<file path="src/rtl/mux8_bus_arbiter.sv">
// mux8_bus_arbiter: round-robin arbiter for an 8-way, 16-bit shared datapath.
// It produces a registered one-hot grant, the matching mux select, a bus
// qualifier and a per-grant cycle counter. A hold limit bounds how long any
// single requester can keep the bus.
//
// Handshake: a requester raises req[i] and keeps it high for as long as it
// wants the bus. It owns the bus only while gnt[i] is high, and it gives the
// bus up by dropping req[i]; ownership then ends at the next rising edge.
// Every output is registered and changes only on the rising edge of clk,
// except during the asynchronous reset.
module mux8_bus_arbiter #(
    parameter int MAX_HOLD = 16
) (
    input  logic       clk,
    input  logic       rst_n,
    input  logic [7:0] req,
    output logic [7:0] gnt,
    output logic [2:0] sel,
    output logic       bus_valid,
    output logic [7:0] hold_cnt
);

    typedef enum logic {
        IDLE,
        GRANT
    } state_t;

    localparam logic [7:0] HOLD_LIM = 8'(MAX_HOLD);

    state_t     state, state_nxt;
    logic [2:0] last, last_nxt;
    logic [7:0] gnt_nxt;
    logic [2:0] sel_nxt;
    logic       valid_nxt;
    logic [7:0] hold_nxt;
    logic [3:0] pick;
    logic       keep;
    logic       take_grant;

    // Round-robin search starting after pointer p. The loop runs from the
    // farthest candidate to the nearest one, so the nearest requester makes
    // the final assignment and wins. The farthest candidate is p itself,
    // which lets a force-released owner re-win when it is the only requester.
    // The result is {found, index}.
    function automatic logic [3:0] rr_pick(input logic [7:0] r, input logic [2:0] p);
        logic [3:0] res;
        logic [2:0] idx;
        res = 4'b0;
        for (int k = 8; k >= 1; k--) begin
            idx = p + 3'(k);
            if (r[idx]) res = {1'b1, idx};
        end
        return res;
    endfunction

    // State and output registers; reset clears the outputs and sets the
    // pointer to 7, so the first search after reset starts at requester 0.
    always_ff @(posedge clk or negedge rst_n) begin
        if (!rst_n) begin
            state     <= IDLE;
            last      <= 3'd7;
            gnt       <= 8'h00;
            sel       <= 3'd0;
            bus_valid <= 1'b0;
            hold_cnt  <= 8'h00;
        end else begin
            state     <= state_nxt;
            last      <= last_nxt;
            gnt       <= gnt_nxt;
            sel       <= sel_nxt;
            bus_valid <= valid_nxt;
            hold_cnt  <= hold_nxt;
        end
    end

    // Next-state logic. In GRANT the owner is always sel, which is also equal
    // to last. A grant is kept while the owner still requests and the hold
    // limit has not been reached. Otherwise the bus goes to the next requester
    // with no idle cycle, or the arbiter returns to IDLE.
    always_comb begin
        state_nxt  = state;
        last_nxt   = last;
        gnt_nxt    = gnt;
        sel_nxt    = sel;
        valid_nxt  = bus_valid;
        hold_nxt   = hold_cnt;
        take_grant = 1'b0;

        pick = rr_pick(req, last);
        keep = req[sel] && ((HOLD_LIM == 8'd0) || (hold_cnt < HOLD_LIM));

        case (state)
            IDLE: begin
                if (pick[3]) take_grant = 1'b1;
            end
            GRANT: begin
                if (keep) begin
                    hold_nxt = (hold_cnt == 8'hFF) ? hold_cnt : hold_cnt + 8'd1;
                end else if (pick[3]) begin
                    take_grant = 1'b1;
                end else begin
                    state_nxt = IDLE;
                    gnt_nxt   = 8'h00;
                    valid_nxt = 1'b0;
                    hold_nxt  = 8'h00;
                end
            end
            default: begin
                state_nxt = IDLE;
                gnt_nxt   = 8'h00;
                valid_nxt = 1'b0;
                hold_nxt  = 8'h00;
            end
        endcase

        if (take_grant) begin
            state_nxt = GRANT;
            gnt_nxt   = 8'b1 << pick[2:0];
            sel_nxt   = pick[2:0];
            last_nxt  = pick[2:0];
            valid_nxt = 1'b1;
            hold_nxt  = 8'd1;
        end
    end

endmodule

</file>
<file path="config.mk">
export PLATFORM = sky130hd
export DESIGN_NAME = mux8_bus_arbiter
export DESIGN_NICKNAME = d
export VERILOG_FILES = /design/src/rtl/mux8_bus_arbiter.sv
export SDC_FILE = /design/constraint.sdc
export NUM_CORES = 1
export LEC_CHECK = 0
export ABC_CLOCK_PERIOD_IN_PS = 7800
export CORE_ASPECT_RATIO = 1.4
export CORE_MARGIN = 2
export CORE_UTILIZATION = 45
export CTS_BUF_LIST = sky130_fd_sc_hd__clkbuf_8 sky130_fd_sc_hd__clkbuf_16
export CTS_CLUSTER_SIZE = 28
export DETAILED_ROUTE_END_ITERATION = 10
export PLACE_DENSITY = 0.69
export SLEW_MARGIN = 20
export SYNTH_ARGS = -nofsm -noshare
export SYNTH_HDL_FRONTEND = slang
export SYNTH_SLANG_ARGS = --single-unit
</file>
<file path="constraint.sdc">
create_clock -name clk -period 7.8 [get_ports clk]
set_clock_uncertainty 0.05 [all_clocks]
set_input_delay 1.17 -clock clk [delete_from_list [all_inputs] [get_ports clk]]
set_output_delay 1.17 -clock clk [all_outputs]
set_load 0.05 [all_outputs]
</file>
Fig. 1: run 1, met1 routing
(3 px per um)
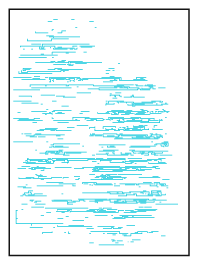
longest straight run: 24.4 um
wire length on this layer: 2,030 um
drt total wl: 4792 um
met1 usage: 27.29%
DR vias: 1,666

Fig. 2: run 1, register map, names as in the netlist
(6 px per um) Other sequential cells in the stronger grey, the rest of the logic in the fainter grey.
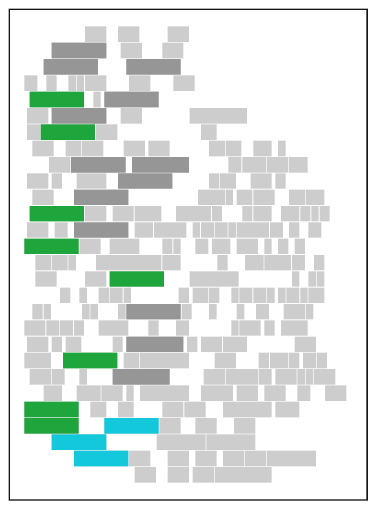
[cyan] sel | flops: 3
[green] hold_cnt | flops: 8
not coloured: 13
register area: 604.3 um2
post-layout util: 55.13%
sequential share of cell area: 26.29%

Fig. 3: run 1, logic cells by family
(3 px per um)
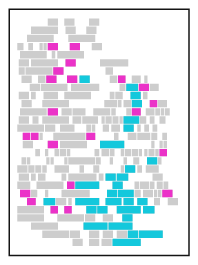
[cyan] mux cells | cells: 30
[magenta] non-inverting ao/oa cells | cells: 22
logic share of the area: 54.60%
dominant logic cell type in the layout: clkdlybuf4s50_1
Layout Cells excl Fill: 261

==> run 1: through the flow <==
step	instances	util (%)	setup slack [ns]	instance area, um2
2_1_floorplan	192	-	4.559	1933
3_3_place_gp	257	53.54	3.927	2232
3_5_place_dp	257	53.54	3.898	2232
4_1_cts	261	55.25	3.894	2303
5_1_grt	261	55.13	3.603	2298
6_report	261	55.13	3.889	2298
==> run 1: state kept, by name, summed over array words and instances, names as in the netlist <==
signal     cells
last           3
sel            3
state          1
bus_valid      1
hold_cnt       8
gnt            8
==> run 1: layer usage <==
metal | global-route usage (%) | share of wire (%) | vias to the layer above
li1 | - | - | 799
met1 | 27.29 | 42 | 825
met2 | 38.57 | 53 | 33
met3 | 3.150 | 2.8 | 9
met4 | 8.182 | 2.1 | 0
met5 | 0 | 0 | -
==> run 1: Yosys cell counts (2+ instances only) <==
| master | number |
|---|---|
| nand2_1 | 12 |
| nand4_1 | 3 |
| mux2_4 | 3 |
| ha_1 | 3 |
| nor2b_1 | 2 |
| o21ai_0 | 4 |
| buf_2 | 2 |
| or2_2 | 2 |
| a21o_1 | 6 |
| mux2_2 | 4 |
| a211oi_1 | 2 |
| clkbuf_1 | 5 |
| inv_1 | 5 |
| xor2_1 | 2 |
| o21ai_1 | 2 |
| a21oi_1 | 9 |
| nand2b_1 | 3 |
| o21bai_1 | 2 |
| a32oi_1 | 2 |
| nand3_1 | 9 |
| mux4_2 | 7 |
| inv_2 | 2 |
| and2_1 | 2 |
| o21a_1 | 2 |
| nor3_1 | 4 |
| a31oi_1 | 4 |
| dfstp_2 | 3 |
| nor2_1 | 13 |
| mux2i_1 | 15 |
| dfrtp_1 | 21 |
| a32o_1 | 9 |
==> run 1: worst max-delay path by stage <==
stage	endpoint	slack, ns	depth (start not counted)
floorplan	gnt[3]$_DFFE_PN0P_	4.56	11
global placement	gnt[3]$_DFFE_PN0P_	3.93	9
detailed placement	gnt[3]$_DFFE_PN0P_	3.90	9
CTS	gnt[3]$_DFFE_PN0P_	3.89	9
global route	bus_valid$_DFFE_PN0P_	3.60	8
finish	gnt[3]$_DFFE_PN0P_	3.89	9
==> run 1: worst max-delay path, stage by stage (launching register included) <==
cell and delay, ns:
dfstp_2 0.87, inv_1 0.22, ha_1 0.67, mux4_2 0.66, mux2_2 0.30, or2_0 0.19, a21o_1 0.20, o221ai_4 0.28
inv_2 0.10, a32o_1 0.26
==> run 1: cell type report <==
class,instances,area [um2],share of cell area [%]
clock buffers,3,41.29,1.796
flip-flops and latches,24,604.3,26.29
well taps,45,56.30,2.450
repair buffers,29,285.3,12.41
clock inverters,1,30.03,1.306
inverters,7,26.28,1.143
multi-input cells,152,1255,54.60
==> impl_metrics.json, run 1 <==
{
  "status": "finished clean",
  "hold_viol": 0,
  "crit_arrival_ns": 4.02,
  "routed_via_density": 6.383,
  "path_clk_slew_ns": 0.08,
  "r2r_end": "gnt[3]$_DFFE_PN0P_",
  "root_buffer": "clkbuf_8",
  "die.size.y_um": 81.55,
  "rr_worst_depth": 9,
  "syn-cell-area_um2": 1933,
  "worst_hold_slack_ns": 0.4425,
  "cts_buffers": 3,
  "drt-initial-drc-count": 105,
  "finalClockPeriodUsage_pct": 50.14,
  "grt_pass1_wl_um": 8217,
  "edf_count": 0,
  "setup_tns_ns": 0,
  "rsz0062_at_grt": "false",
  "finalNetCount": 230,
  "synth_flops": 24,
  "top_area_cell": "dfrtp_1",
  "aoi_share_pct": 22.52,
  "grt_usage_pct": 22.14,
  "reg2reg_slack_ns": 3.89,
  "grt_start_max_net_pins": 25,
  "yosysChipArea_um2": 1933,
  "htree_levels": 1,
  "area_growth_pct": 18.90,
  "syn_inst": 192,
  "lay_top_cells": "clkdlybuf4s50_1, dfrtp_1, mux2i_1",
  "fmax_mhz": 255.7,
  "min-delay-start": "bus_valid$_DFFE_PN0P_",
  "io_pins": 30,
  "detail_route.wl_per_cell_um": 18.36,
  "startpoint": "last[0]$_DFFE_PN1P_",
  "ys_cells": 192,
  "synth_seq_share_pct": 31.26,
  "synth_xor_xnor_area_share_pct": 0.9061,
  "synthTopLogicFamily": "AND-OR/OR-AND gates",
  "crit_type": "reg2reg",
  "warning_count": 27,
  "fillerInstances": 368,
  "endpoint_kind": "flip-flop",
  "grt_pass1_vias": 1717,
  "dr.pass1.iters": 4,
  "fa_ha_area_share_pct": 1.942,
  "grt.overflow.total": 0,
  "ys_types": 59,
  "core_area_um2": 4169,
  "critPathRequiredTime_ns": 7.91,
  "hold_buffers": 0,
  "clk_latency_ns": 0.26,
  "start_kind": "flip-flop",
  "ff_type": "dfrtp_1",
  "holdPathEnd": "bus_valid$_DFFE_PN0P_",
  "cts-resized-gates": 0,
  "hold_path.class": "reg2reg",
  "ys_async_sr_fraction_pct": 100.0,
  "yosysWarnings": 0,
  "num_rows": 28,
  "cts_sinks": 24,
  "cts_tree": "built",
  "synthMuxAreaShare_pct": 21.94,
  "relSlewSlack_pct": 41.67,
  "topCellsByArea": "dfrtp_1, mux4_2, mux2i_1, a32o_1, dfstp_2",
  "chip_area_um2": 4844,
  "diodes": 0,
  "gp_congestion": 0.8532,
  "postCtsSetupBuffers": 0,
  "antenna_found_initial": 0,
  "final-setup-viol-count": 0,
  "portBuffers": 29,
  "place.detailed.hpwl_um": 3653,
  "drv_cap": 0,
  "route.antenna.remaining_nets": 0,
  "worst_pin_slew_ns": 0.8692,
  "dieWidth_um": 59.40,
  "syn_nets": 205,
  "crit_fanout": 23,
  "cts_buffer_depth": 2,
  "reg2reg_from": "last[0]$_DFFE_PN1P_",
  "avgSynthCellArea_um2": 10.07,
  "finalCriticalPeriod_ns": 3.911,
  "simple_gate_share_pct": 17.61,
  "synthDominantCellAreaShare_pct": 27.18,
  "final-max-slew-violation-count": 0,
  "fp_util_pct": 46.37,
  "hold_depth": 2,
  "drc": 0,
  "layout-drive-gt1-share_pct": 16.20
}
Fig. 4: run 1, close-up of the layout
Window x 32 to 57, y 49 to 74 um. Cells in grey, sequential cells in the stronger grey; small squares are vias.
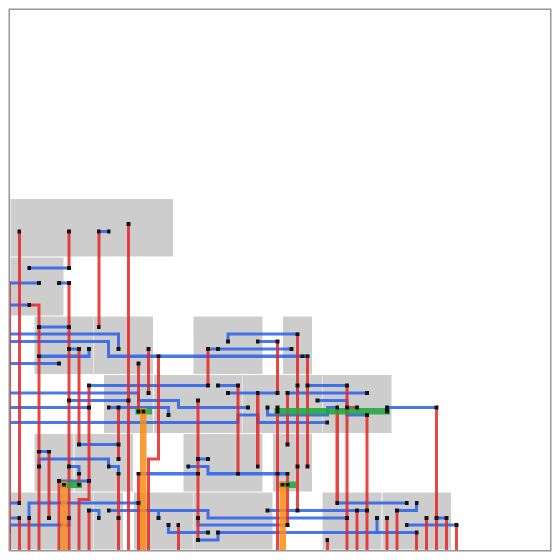

==> run 2, diff against run 1 <==
--- a/config.mk
+++ b/config.mk
@@ -5,14 +5,14 @@
 export SDC_FILE = /design/constraint.sdc
 export NUM_CORES = 1
 export LEC_CHECK = 0
-export ABC_CLOCK_PERIOD_IN_PS = 7800
+export ABC_CLOCK_PERIOD_IN_PS = 3250
 export CORE_ASPECT_RATIO = 1.4
 export CORE_MARGIN = 2
 export CORE_UTILIZATION = 45
 export CTS_BUF_LIST = sky130_fd_sc_hd__clkbuf_8 sky130_fd_sc_hd__clkbuf_16
 export CTS_CLUSTER_SIZE = 28
 export DETAILED_ROUTE_END_ITERATION = 10
-export PLACE_DENSITY = 0.69
+export PLACE_DENSITY = 0.71
 export SLEW_MARGIN = 20
 export SYNTH_ARGS = -nofsm -noshare
 export SYNTH_HDL_FRONTEND = slang
==> constraint.sdc (replaced) <==
create_clock -name clk -period 3.25 [get_ports clk]
set_clock_uncertainty 0.05 [all_clocks]
set_input_delay 0.4875 -clock clk [delete_from_list [all_inputs] [get_ports clk]]
set_output_delay 0.4875 -clock clk [all_outputs]
set_load 0.05 [all_outputs]
Fig. 5: run 2, close-up of the layout
Window x 32 to 57, y 49 to 74 um. Cells in grey, sequential cells in the stronger grey; small squares are vias.
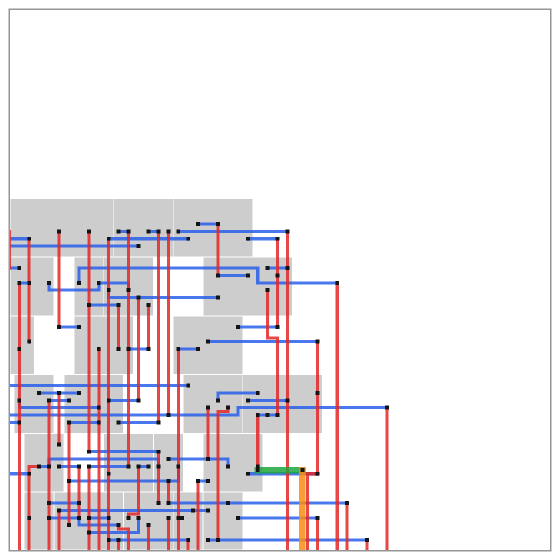
[orange] M4
[red] M2
[blue] M1
[green] M3
sequential cells in the window: 0
cells with their middle in the window: 21

==> impl_metrics.json, run 2 <==
{
  "startpoint": "last[0]$_DFFE_PN1P_",
  "core_area_um2": 4169,
  "hold_path.class": "reg2reg",
  "fmax_mhz": 323.7,
  "synthDominantCellAreaShare_pct": 27.18,
  "hold_buffers": 0,
  "layout_top_cell": "clkdlybuf4s50_1",
  "top_area_cell": "dfrtp_1",
  "antenna_found_initial": 0,
  "dr.pass1.iters": 6,
  "reg_top3": "gnt x8, hold_cnt x8",
  "ys_async_sr_fraction_pct": 100.0,
  "final-max-slew-violation-count": 0,
  "setup_tns_ns": 0,
  "syn_nets": 205,
  "drt_wl_total_um": 4905,
  "grt.overflow.total": 0,
  "hold_viol": 0,
  "num_rows": 28,
  "yosysChipArea_um2": 1933,
  "rr_worst_depth": 9,
  "diodes": 0,
  "cts_tree": "built",
  "route.antenna.remaining_nets": 0,
  "path_clk_slew_ns": 0.08,
  "ys_types": 59,
  "routed_via_density": 6.447,
  "layout-drive-gt1-share_pct": 21.05,
  "crit_type": "reg2reg",
  "portBuffers": 29,
  "critPathRequiredTime_ns": 3.36,
  "chip_area_um2": 4844,
  "fp_util_pct": 46.37,
  "yosysWarnings": 0,
  "synth_seq_share_pct": 31.26,
  "avgSynthCellArea_um2": 10.07,
  "fin_ws_ns": 0.1606,
  "dieWidth_um": 59.40,
  "root_buffer": "clkbuf_8",
  "dr_total_vias": 1760,
  "status": "finished clean",
  "area_growth_pct": 23.50,
  "synth_flops": 24,
  "worst_hold_slack_ns": 0.4374,
  "detail_route.wl_per_cell_um": 17.97,
  "top_cell": "dfrtp_1",
  "syn-cell-area_um2": 1933,
  "drc": 0,
  "die.size.y_um": 81.55,
  "worst_pin_slew_ns": 0.9355,
  "grt_start_max_net_pins": 23,
  "endpoint_kind": "flip-flop",
  "place.detailed.hpwl_um": 3798,
  "io_pins": 30,
  "cp-endpoint": "gnt[7]$_DFFE_PN0P_",
  "place_ws_ns": 0.1132,
  "cts_buffers": 3,
  "final-setup-viol-count": 0,
  "gp_congestion": 0.9923,
  "htree_levels": 1,
  "edf_count": 0,
  "grt_usage_pct": 21.64,
  "warning_count": 27,
  "fillerInstances": 360,
  "relSlewSlack_pct": 37.44,
  "drt-initial-drc-count": 70,
  "reg2reg_from": "last[0]$_DFFE_PN1P_",
  "reg2reg_slack_ns": 0.16,
  "drv_cap": 0,
  "common_cells": "dfrtp_1, mux2i_1, nor2_1",
  "finalClockPeriodUsage_pct": 95.06,
  "crit_fanout": 8,
  "grt_pass1_wl_um": 8073,
  "finalCriticalPeriod_ns": 3.089,
  "grt_pass1_vias": 1659,
  "topCellsByArea": "dfrtp_1, mux4_2, mux2i_1, a32o_1, dfstp_2",
  "crit_arrival_ns": 3.19,
  "cts_buffer_depth": 2,
  "ys_cells": 192,
  "syn_inst": 192,
  "start_kind": "flip-flop",
  "cts_sinks": 24,
  "final_util_pct": 57.26,
  "ff_type": "dfrtp_1",
  "rsz0062_at_grt": "false",
  "lay_top_cells": "clkdlybuf4s50_1, dfrtp_1, mux2i_1",
  "clk_latency_ns": 0.26,
  "finalNetCount": 242,
  "r2r_end": "gnt[7]$_DFFE_PN0P_"
}
==> run 2: cell types whose count changed in the layout (fill, tap and decap cells not counted) <==
cell,change
a41oi_1,-1
a41oi_2,+1
buf_2,-1
buf_4,+12
bufinv_16,-1
clkbuf_8,+1
clkdlybuf4s50_1,+1
ha_1,-1
ha_2,+1
==> run 2: how the worst min path moves through the flow <==
| stage | start | end | slack, ns | cells past startpoint |
|---|---|---|---|---|
| 6_report | bus_valid$_DFFE_PN0P_ | bus_valid$_DFFE_PN0P_ | 0.44 | 2 |
| 5_1_grt | gnt[3]$_DFFE_PN0P_ | gnt[3]$_DFFE_PN0P_ | 0.46 | 1 |
| 4_1_cts | bus_valid$_DFFE_PN0P_ | bus_valid$_DFFE_PN0P_ | 0.44 | 2 |
| 3_5_place_dp | bus_valid$_DFFE_PN0P_ | bus_valid$_DFFE_PN0P_ | 0.42 | 2 |
| 3_3_place_gp | bus_valid$_DFFE_PN0P_ | bus_valid$_DFFE_PN0P_ | 0.41 | 2 |
| 2_1_floorplan | rst_n | bus_valid$_DFFE_PN0P_ | 0.14 | 0 |
==> run 2: per-stage QoR <==
stage	std cells	instance area (um2)
3_3_place_gp	269	2322
6_report	273	2387
5_1_grt	273	2387
3_5_place_dp	269	2322
4_1_cts	273	2377
2_1_floorplan	192	1933
==> run 2: final cells by class <==
type | count | area (um2) | area share, %
Tap cell | 45 | 56.30 | 2.358
Inverter | 7 | 26.28 | 1.101
Timing Repair Buffer | 41 | 380.4 | 15.93
Multi-Input combinational cell | 152 | 1265 | 52.99
Clock buffer | 4 | 55.05 | 2.306
Sequential cell | 24 | 604.3 | 25.31
==> run 2: critical path: stages (launching register included) <==
cell	delay (ns)
dfstp_2	0.53
inv_1	0.09
ha_2	0.43
mux4_2	0.58
mux2_2	0.30
or2_0	0.20
a21o_1	0.20
o221ai_4	0.25
inv_2	0.09
a32o_1	0.25
==> run 2: layer usage <==
layer  global-route usage, %  wire length, um  vias up  share of wire (%)
met2                   38.90             2681       56                 55
li1                        -                -      824                  -
met5                       0                0        -                  0
met4                   10.00              126        0                2.6
met3                   1.732              198       11                4.0
met1                   25.53             1898      869                 39
==> run 2: cells by family after synthesis <==
| group | Yosys count | share of synthesized area (%) |
|---|---|---|
| xor+xnor | 2 | 0.9063 |
| mux | 30 | 21.94 |
| buf+inv | 16 | 3.819 |
| simple gates | 62 | 17.61 |
| fa+ha+maj | 3 | 1.942 |
| flops | 24 | 31.26 |
| compound gates | 55 | 22.52 |
==> run 2: timing repair <==
item	in CTS	in global routing
buffers inserted	0	0
resized	0	2
endpoints found under the setup margin	0	11
Fig. 6: run 2, met1 routing
(3 px per um)
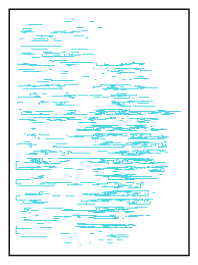

==> run 3, diff against run 2 <==
--- a/config.mk
+++ b/config.mk
@@ -12,6 +12,7 @@
 export CTS_BUF_LIST = sky130_fd_sc_hd__clkbuf_8 sky130_fd_sc_hd__clkbuf_16
 export CTS_CLUSTER_SIZE = 28
 export DETAILED_ROUTE_END_ITERATION = 10
+export GPL_ROUTABILITY_DRIVEN = 0
 export PLACE_DENSITY = 0.71
 export SLEW_MARGIN = 20
 export SYNTH_ARGS = -nofsm -noshare
Fig. 7: run 3, met1 routing
(3 px per um)
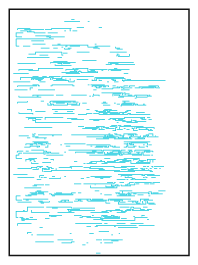
longest straight run: 22.8 um
share of all routed wire: 39%
wire length on this layer: 1,960 um
nets with wire on the layer: 216
DR vias: 1,781
drt total wl: 5025 um
met1 usage: 27.64%

==> impl_metrics.json, run 3 <==
{
  "fillerInstances": 349,
  "reg_top3": "gnt x8, hold_cnt x8",
  "drc": 0,
  "dieWidth_um": 59.40,
  "ys_types": 59,
  "cts_buffers": 3,
  "grt_usage_pct": 23.01,
  "route.antenna.remaining_nets": 0,
  "antenna_found_initial": 0,
  "crit_fanout": 8,
  "logic_area_um2": 1272,
  "edf_count": 0,
  "core_area_um2": 4169,
  "ff_type": "dfrtp_1",
  "area_growth_pct": 23.69,
  "setup_tns_ns": 0,
  "topCellsByArea": "dfrtp_1, mux4_2, mux2i_1, a32o_1, dfstp_2",
  "finalClockPeriodUsage_pct": 93.90,
  "fmax_mhz": 327.7,
  "cts_sinks": 24,
  "final-setup-viol-count": 0,
  "grt_pass1_vias": 1780,
  "die.size.y_um": 81.55,
  "ys_async_sr_fraction_pct": 100.0,
  "grt_start_max_net_pins": 23,
  "portBuffers": 29,
  "chip_area_um2": 4844,
  "warning_count": 27,
  "worst_pin_slew_ns": 0.5789,
  "root_buffer": "clkbuf_8",
  "status": "finished clean",
  "path_clk_slew_ns": 0.08,
  "ys_cells": 192,
  "rsz0062_at_grt": "false",
  "avgSynthCellArea_um2": 10.07,
  "io_pins": 30,
  "grt.overflow.total": 0,
  "fp_util_pct": 46.37,
  "syn-cell-area_um2": 1933,
  "synthDominantCellAreaShare_pct": 27.18,
  "syn_nets": 205,
  "hold_buffers": 0,
  "dr.pass1.iters": 5,
  "finalCriticalPeriod_ns": 3.052,
  "top_area_cell": "dfrtp_1",
  "place.detailed.hpwl_um": 3821,
  "layout_top_cell": "clkdlybuf4s50_1",
  "top_cell": "dfrtp_1",
  "layout-drive-gt1-share_pct": 20.80,
  "relSlewSlack_pct": 61.32,
  "finalNetCount": 240,
  "htree_levels": 1,
  "detail_route.wl_per_cell_um": 18.54,
  "lay_top_cells": "clkdlybuf4s50_1, dfrtp_1, mux2i_1",
  "drt-initial-drc-count": 93,
  "yosysChipArea_um2": 1933,
  "grt_pass1_wl_um": 8521,
  "syn_inst": 192,
  "common_cells": "dfrtp_1, mux2i_1, nor2_1",
  "routed_via_density": 6.572,
  "crit_type": "reg2reg",
  "synth_flops": 24,
  "drv_cap": 0,
  "hold_path.class": "in2async",
  "clk_latency_ns": 0.27,
  "hold_viol": 0,
  "critPathRequiredTime_ns": 3.36,
  "synth_seq_share_pct": 31.26,
  "cts_tree": "built",
  "endpoint_kind": "flip-flop",
  "yosysWarnings": 0,
  "cts_buffer_depth": 2,
  "final-max-slew-violation-count": 0,
  "start_kind": "flip-flop",
  "num_rows": 28,
  "crit_arrival_ns": 3.16,
  "diodes": 0,
  "flop_area_um2": 604.3
}
-- run 3: metal layers --
layer / wire (um) / GRT usage [%] / vias to the layer above
met5: 0 / 0 / -
met4: 225 / 13.41 / 0
met3: 226 / 1.890 / 20
met2: 2612 / 39.45 / 69
met1: 1960 / 27.64 / 871
li1: - / - / 821
-- run 3: final cells by class --
cell class	count	share of cell area [%]
timing repair buffer	39	15.07
multi-input combinational	152	53.22
tap	45	2.355
clock inverter	1	1.256
inverter	7	1.099
sequential	24	25.27
clock buffer	3	1.727
-- run 3: path summary, 6_finish.rpt --
check,depth (start not counted),endpoint,slack [ns],startpoint
hold / removal,1,hold_cnt[6]$_DFFE_PN0P_,0.12,rst_n
hold reg to reg,2,bus_valid$_DFFE_PN0P_,0.44,bus_valid$_DFFE_PN0P_
min in group clk,2,bus_valid$_DFFE_PN0P_,0.44,bus_valid$_DFFE_PN0P_
max in group asynchronous,2,last[2]$_DFFE_PN1P_,2.50,rst_n
setup / recovery,9,gnt[4]$_DFFE_PN0P_,0.20,last[0]$_DFFE_PN1P_
setup reg to reg,9,gnt[4]$_DFFE_PN0P_,0.20,last[0]$_DFFE_PN1P_
-- run 3: timing repair --
item / 4_1_cts / 5_1_grt
setup endpoints to repair: 0 / 13
gates resized: 0 / 3
buffers inserted: 0 / 1
-- run 3: cell families after synthesis --
group | Yosys count | share of synthesized area, %
AND/OR/NAND/NOR | 62 | 17.61
XOR/XNOR | 2 | 0.9063
multiplexers | 30 | 21.94
adder cells (fa/ha/maj) | 3 | 1.942
buffers and inverters | 16 | 3.819
flip-flops | 24 | 31.26
AND-OR/OR-AND | 55 | 22.52
-- run 3: through the flow --
stage	instances	area (um2)	worst slack, ns	hold WS [ns]	utilization, %
after floorplan	192	1933	0.009230	0.1419	-
after global placement	266	2300	0.1407	0.4099	55.16
after detailed placement	266	2300	0.1198	0.4178	55.16
after CTS	270	2371	0.1319	0.4394	56.87
after global routing	271	2391	0.01254	0.1598	57.35
final	271	2391	0.1981	0.1206	57.35
-- run 3: worst max-delay path: stages (launching register included) --
cell and delay [ns]:
dfstp_2 0.53, inv_1 0.08, ha_2 0.42, buf_4 0.19, mux4_1 0.43, mux2_4 0.36
nor3_4 0.21, nand3_1 0.17, and3b_4 0.26, a32o_1 0.25
